$ cat config.mk
export PLATFORM = sky130hd
export DESIGN_NAME = mem_agu
export DESIGN_NICKNAME = d
export VERILOG_FILES = /design/src/rtl/mem_agu_pkg.sv /design/src/rtl/mem_agu_fifo.sv /design/src/rtl/mem_agu.sv
export SDC_FILE = /design/constraint.sdc
export NUM_CORES = 1
export LEC_CHECK = 0
export ABC_AREA = 1
export CAP_MARGIN = 0
export CORE_ASPECT_RATIO = 0.8
export CORE_MARGIN = 2
export CORE_UTILIZATION = 30
export DETAILED_ROUTE_END_ITERATION = 6
export PLACE_DENSITY = 0.52
export SETUP_SLACK_MARGIN = 0.3
export SLEW_MARGIN = 20
export SYNTH_ARGS = -nofsm -noshare
export SYNTH_HDL_FRONTEND = slang
export SYNTH_SLANG_ARGS = --single-unit
$ cat constraint.sdc
create_clock -name clk -period 16.25 [get_ports clk]
set_input_delay 2.4375 -clock clk [delete_from_list [all_inputs] [get_ports clk]]
set_output_delay 2.4375 -clock clk [all_outputs]
set_load 0.05 [all_outputs]
$ cat src/rtl/mem_agu_pkg.sv
// Shared opcode constants for the memory address generation unit.
// Only the memory-format opcodes the AGU decodes are listed here.
package mem_agu_pkg;
  localparam int OPC_W = 6;

  localparam logic [OPC_W-1:0] LDA   = 6'h08;
  localparam logic [OPC_W-1:0] LDAH  = 6'h09;
  localparam logic [OPC_W-1:0] LDQ_U = 6'h0B;
  localparam logic [OPC_W-1:0] STQ_U = 6'h0F;
  localparam logic [OPC_W-1:0] LDL   = 6'h28;
  localparam logic [OPC_W-1:0] LDQ   = 6'h29;
  localparam logic [OPC_W-1:0] STL   = 6'h2C;
  localparam logic [OPC_W-1:0] STQ   = 6'h2D;
endpackage

$ cat src/rtl/mem_agu_fifo.sv
// Result queue for the AGU: DEPTH entries of PW bits, in-order.
// in_ready depends only on occupancy, never on out_ready.
module agu_fifo #(
  parameter int PW    = 8,
  parameter int DEPTH = 2
) (
  input  logic          clk,
  input  logic          rst,
  input  logic          in_valid,
  output logic          in_ready,
  input  logic [PW-1:0] in_data,
  output logic          out_valid,
  input  logic          out_ready,
  output logic [PW-1:0] out_data
);
  localparam int PTRW = (DEPTH > 1) ? $clog2(DEPTH) : 1;
  localparam int CNTW = $clog2(DEPTH + 1);
  localparam logic [PTRW-1:0] LAST = PTRW'(DEPTH - 1);
  localparam logic [CNTW-1:0] FULL = CNTW'(DEPTH);

  logic [PW-1:0]   mem [DEPTH];
  logic [PTRW-1:0] wr_ptr;
  logic [PTRW-1:0] rd_ptr;
  logic [CNTW-1:0] count;
  logic            push;
  logic            pop;

  assign in_ready  = (count < FULL);
  assign out_valid = (count != '0);
  assign push      = in_valid && in_ready;
  assign pop       = out_valid && out_ready;
  assign out_data  = out_valid ? mem[rd_ptr] : '0;

  always_ff @(posedge clk) begin
    if (rst) begin
      wr_ptr <= '0;
      rd_ptr <= '0;
      count  <= '0;
    end else begin
      if (push)
        wr_ptr <= (wr_ptr == LAST) ? '0 : wr_ptr + PTRW'(1);
      if (pop)
        rd_ptr <= (rd_ptr == LAST) ? '0 : rd_ptr + PTRW'(1);
      unique case ({push, pop})
        2'b10:   count <= count + CNTW'(1);
        2'b01:   count <= count - CNTW'(1);
        default: count <= count;
      endcase
    end
  end

  // Payload storage needs no reset; out_data is gated by out_valid.
  always_ff @(posedge clk) begin
    if (push && !rst)
      mem[wr_ptr] <= in_data;
  end
endmodule

$ cat src/rtl/mem_agu.sv
// Memory AGU: combinational address generation in front of agu_fifo.
// Define MEM_AGU_ALIGN_CHK_EN to flag misaligned LDL/STL/LDQ/STQ.
module mem_agu
  import mem_agu_pkg::*;
#(
  parameter int W     = 64,
  parameter int CW    = 16,
  parameter int DEPTH = 2
) (
  input  logic             clk,
  input  logic             rst,
  input  logic             in_valid,
  output logic             in_ready,
  input  logic [OPC_W-1:0] in_opcode,
  input  logic [W-1:0]     in_op1,
  input  logic [W-1:0]     in_op2,
  input  logic [CW-1:0]    in_const,
  output logic             out_valid,
  input  logic             out_ready,
  output logic [W-1:0]     out_res_data,
  output logic [W-1:0]     out_res_adr,
  output logic             out_is_mem,
  output logic             out_exc
);
`ifdef MEM_AGU_ALIGN_CHK_EN
  localparam int PW = 2 * W + 2;
`else
  localparam int PW = 2 * W + 1;
`endif

  logic [W-1:0]  sext;
  logic [W-1:0]  ea;
  logic [W-1:0]  ldah;
  logic          is_l;
  logic          is_q;
  logic          is_u;
  logic [W-1:0]  res_data;
  logic [W-1:0]  res_adr;
  logic          is_mem;
  logic [PW-1:0] in_pl;
  logic [PW-1:0] out_pl;

  assign sext = {{(W-CW){in_const[CW-1]}}, in_const};
  assign ea   = sext + in_op2;
  assign ldah = (sext << 16) + in_op2;
  assign is_l = (in_opcode == LDL) || (in_opcode == STL);
  assign is_q = (in_opcode == LDQ) || (in_opcode == STQ);
  assign is_u = (in_opcode == LDQ_U) || (in_opcode == STQ_U);

  always_comb begin
    res_data = in_op1;
    res_adr  = '0;
    is_mem   = 1'b0;
    unique case (1'b1)
      (in_opcode == LDA):  res_data = ea;
      (in_opcode == LDAH): res_data = ldah;
      (is_l || is_q): begin
        res_adr = ea;
        is_mem  = 1'b1;
      end
      is_u: begin
        res_adr = {ea[W-1:3], 3'b000};
        is_mem  = 1'b1;
      end
      default: ;
    endcase
  end

`ifdef MEM_AGU_ALIGN_CHK_EN
  logic exc;
  assign exc = (is_l && (ea[1:0] != 2'b00))
            || (is_q && (ea[2:0] != 3'b000));
  assign in_pl   = {exc, is_mem, res_adr, res_data};
  assign out_exc = out_pl[2*W+1];
`else
  assign in_pl   = {is_mem, res_adr, res_data};
  assign out_exc = 1'b0;
`endif

  assign out_res_data = out_pl[W-1:0];
  assign out_res_adr  = out_pl[2*W-1:W];
  assign out_is_mem   = out_pl[2*W];

  agu_fifo #(
    .PW    (PW),
    .DEPTH (DEPTH)
  ) u_fifo (
    .clk       (clk),
    .rst       (rst),
    .in_valid  (in_valid),
    .in_ready  (in_ready),
    .in_data   (in_pl),
    .out_valid (out_valid),
    .out_ready (out_ready),
    .out_data  (out_pl)
  );
endmodule

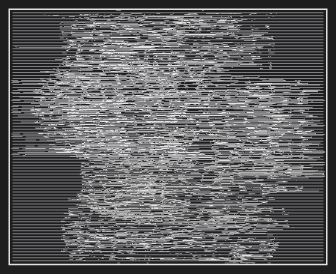
*The metal 1 layer, run 1*
Supply wires on this layer in gray.
main direction: horizontal
longest straight run: 84.6 um

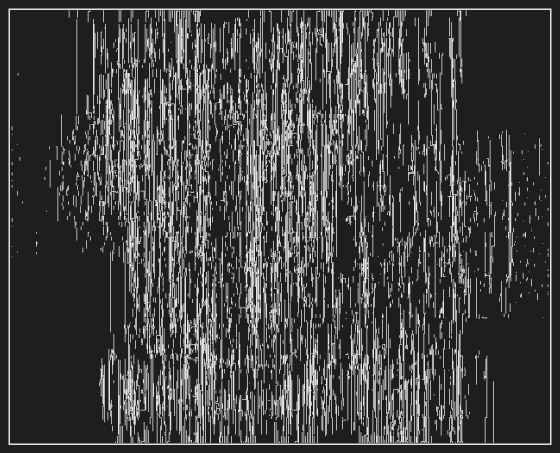
*M2 wires, run 1*
wire length on this layer: 31.4 mm
nets with wire on the layer: 2534
longest straight run: 69.7 um

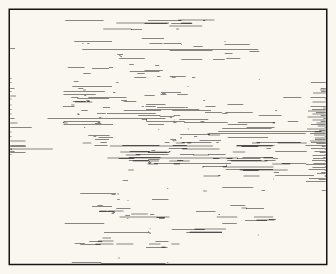
*Metal 3, run 1*
longest straight run: 160 um
share of all routed wire: 6.8%
nets with wire on the layer: 268
main direction: horizontal

[run 1: worst max-delay path, cell delays in order, from the launching register on]
cell             delay [ps]
dfxtp_4                 580
buf_4                   530
buf_4                   690
nand2_1                 100
a21oi_1                 300
clkdlybuf4s50_1         860
[run 1: kinds of logic after synthesis]
kind of cell	count (synthesis)	synth area share [%]
AND/OR/NAND/NOR	1680	35.8
buffers and inverters	520	10.2
flip-flops	263	40.6
AND-OR/OR-AND	218	6.04
adder cells (fa/ha/maj)	81	5.32
XOR/XNOR	45	2.04
other	1	0.0194
multiplexers	1	0.0518
[run 1: sequential cells by signal (all words and copies together), names as in the netlist, named ones only]
name           count
u_fifo.rd_ptr      1
u_fifo.wr_ptr      1
u_fifo.mem       258
u_fifo.count       2
[run 1: cells in the mapped netlist, drive strengths merged]
cell / count / area share, %
a21oi: 184 / 4.8
xnor2: 12 / 0.54
nor4: 2 / 0.065
conb: 1 / 0.019
o21bai: 10 / 0.39
ha: 79 / 5.1
and3: 2 / 0.065
nand3b: 4 / 0.16
nand2: 1206 / 24
and2: 8 / 0.26
mux2i: 1 / 0.052
nor3: 15 / 0.49
buf: 13 / 0.34
nand3: 191 / 5.0
o21ai: 7 / 0.18
dfxtp: 5 / 0.52
clkinv: 3 / 0.058
clkbuf: 55 / 1.1
o221ai: 1 / 0.045
edfxtp: 258 / 40
fa: 2 / 0.21
o211ai: 16 / 0.62
nand4: 25 / 0.81
nor2: 212 / 4.8
or2: 15 / 0.49
xor2: 33 / 1.5
inv: 449 / 8.7
[run 1: layout make-up]
cell class,instances,share of cell area (%)
multi-input combinational,2026,39.7
sequential,263,32.6
timing repair buffer,297,12.2
inverter,452,7.06
tap,850,4.41
clock buffer,34,3.26
clock inverter,23,0.789
antenna,2,0.0208
==> run_results.csv, run 1 <==
group,metric,value,unit
final_layout,final_nets,3306,
timing,rsz0062_at_grt,"false",
die,coreArea,64000,um2
clock_tree,cts_hold_buf,0,
placement,dpl.cell_count,3888,
worst_setup_path,end_kind,"output pin",
worst_setup_path,path_max_fanout,61,
global_route,grt-busiest-layer,"met1",
clock_tree,clkLatencyLatePin,600,ps
final_layout,syn_to_final_growth,24.7,%
outcome,status,"finished clean",
pwr,p_switching,1460,uW
yosys,ys_seq_share,40.6,%
pwr,clkPwrFrac,21.5,%
placement,placed_cell_area,23100,um2
yosys,syn_nets,3044,
clock_tree,cts_buffers,31,
placement,dp_hpwl,60.2,mm
worst_setup_path,r2r_setup_slack,13470,ps
route,vias,18600,
global_route,use_met2,32.9,%
worst_setup_path,path_class,"flop to output pin",
timing,clock-skew-final,14.5,ps
global_route,grt_pass1_wl,110,mm
min_path,worstHoldStart,"u_fifo.wr_ptr$_SDFFE_PP0P_",
min_path,hold_class,"flop to flop",
yosys,synth_area_per_cell,6.88,um2
yosys,synth_flops,263,
==> run 1 -> run 2 <==
--- a/config.mk
+++ b/config.mk
@@ -11,7 +11,7 @@
 export CORE_MARGIN = 2
 export CORE_UTILIZATION = 30
 export DETAILED_ROUTE_END_ITERATION = 6
-export PLACE_DENSITY = 0.52
+export PLACE_DENSITY = 0.54
 export SETUP_SLACK_MARGIN = 0.3
 export SLEW_MARGIN = 20
 export SYNTH_ARGS = -nofsm -noshare
==> constraint.sdc (replaced) <==
create_clock -name clk -period 5.35 [get_ports clk]
set_input_delay 0.8025 -clock clk [delete_from_list [all_inputs] [get_ports clk]]
set_output_delay 0.8025 -clock clk [all_outputs]
set_load 0.05 [all_outputs]
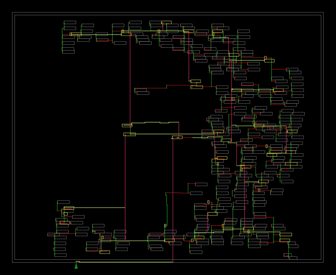
*Clock wiring as the flow saved it, run 2*
clock sinks: 263
clock-net power: 2030 uW

==> run 2 against run 1 <==
  * Utilization increased by 0.10 points
  * Design area increased by 0.26%
  * Clock power went up to 3.0 times the previous value
  * Wire length up 0.73%
  * Sequential power rose to 3.0 times the previous value
  * Non-clock buffer count increased by 5
  * Die size unchanged
  * Critical endpoint is now out_res_data[46]
  * Largest cell class unchanged
  * Largest power group unchanged
==> run_results.csv, run 2 <==
group,metric,value,unit
worst_setup_path,crit_family,"buffers and inverters",
final_layout,syn_to_final_growth,25.0,%
outcome,status,"finished clean",
clock_tree,cts_buffers,30,
yosys,synth-async-reset-ratio,0,%
worst_setup_path,path_depth,5,
pwr,pwr-share-seq,26.8,%
pwr,p_switching,4470,uW
final_layout,final_nets,3310,
placement,dp_hpwl,60.3,mm
yosys,synth.most_common_cell,"nand2_1",
timing,setup_viol,0,
clock_tree,cts_hold_buf,0,
min_path,hold_class,"flop to flop",
min_path,worstHoldStart,"u_fifo.wr_ptr$_SDFFE_PP0P_",
yosys,flop_cell,"edfxtp_1",
final_layout,regMostFlops,"u_fifo.mem",
yosys,ys_seq_share,40.6,%
worst_setup_path,critPathMaxStageDelay,890,ps
placement,dpl.cell_count,3893,
worst_setup_path,path_class,"flop to output pin",
timing,clock-skew-final,30.8,ps
pwr,power.internal,5000,uW
yosys,synth_flops,263,
global_route,grt_pass1_wl,111,mm
clock_tree,clkLatencyLatePin,620,ps
final_layout,largest_reg_flops,258,
yosys,synth_area_per_cell,6.88,um2
timing,rsz0062_at_grt,"false",
worst_setup_path,r2r_setup_slack,3240,ps
yosys,syn_nets,3044,
yosys,post-synth-top-area-cell,"edfxtp_1",
worst_setup_path,path_cells,"inv_6, buf_4, nand2_1, a21oi_1, clkdlybuf4s50_1",
worst_setup_path,path_max_fanout,64,
route,vias,18600,
yosys,yosysWarnings,0,
yosys,synth_top_area_share,40.1,%
yosys,top_cells_by_area,"edfxtp_1 40%, nand2_1 23%, inv_1 8.5%",
die,coreArea,64000,um2
worst_setup_path,crit_slowest_cell,"clkdlybuf4s50_1",
worst_setup_path,end_kind,"output pin",
yosys,edf_count,258,
worst_setup_path,path_buffers,3,
==> run 2: cell type report <==
class / instances / area (um2)
repair buffers: 302 / 3040
clock inverters: 14 / 168
inverters: 452 / 1700
well taps: 850 / 1060
flip-flops and latches: 263 / 7850
multi-input cells: 2026 / 9570
clock buffers: 38 / 781
diodes: 3 / 7.51
fillers: 6841 / 39800
==> run 2: metrics by stage <==
stage	power, uW	utilization, %	instance area (um2)
2_1_floorplan	5640	-	19300
3_3_place_gp	7490	36.3	23200
3_5_place_dp	7490	36.3	23200
4_1_cts	9530	37.8	24200
5_1_grt	9900	37.8	24200
6_report	9470	37.8	24200
==> run 2: cells by family (layout without fill, tap and decap cells) <==
family	count (synthesis)	count (layout)	share of synthesized area (%)
and+or+nand+nor	1680	1680	35.8
AOI/OAI and AO/OA	218	218	6.04
DFF	263	263	40.6
muxes	1	1	0.0518
buffers and inverters	520	806	10.2
xor gates and xnor gates	45	45	2.04
adders and majority gates	81	81	5.32
other	1	4	0.0194
==> run 2: worst register-to-register path, cell delays in order, from the launching register on <==
cell and delay (ps):
dfxtp_1 360, nor2_4 190, buf_4 410, inv_1 120
nand2_1 150, inv_1 60, ha_1 330, or2_2 300
a21oi_1 110
==> run 2: metal layers <==
layer	global-route usage, %	up-vias
met1	33.7	8551
li1	-	9357
met3	3.51	87
met5	0	-
met2	33.2	619
met4	5.28	0
==> run 2: power groups by stage <==
stage / Sequential, uW / Clock [uW] / Combinational (uW)
3_5_place_dp: 2580 / 0 / 4910
4_1_cts: 2540 / 2070 / 4920
3_3_place_gp: 2580 / 0 / 4920
5_1_grt: 2550 / 2150 / 5190
2_1_floorplan: 2560 / 0 / 3080
6_report: 2540 / 2030 / 4900
Power and IR drop assume default switching activity.
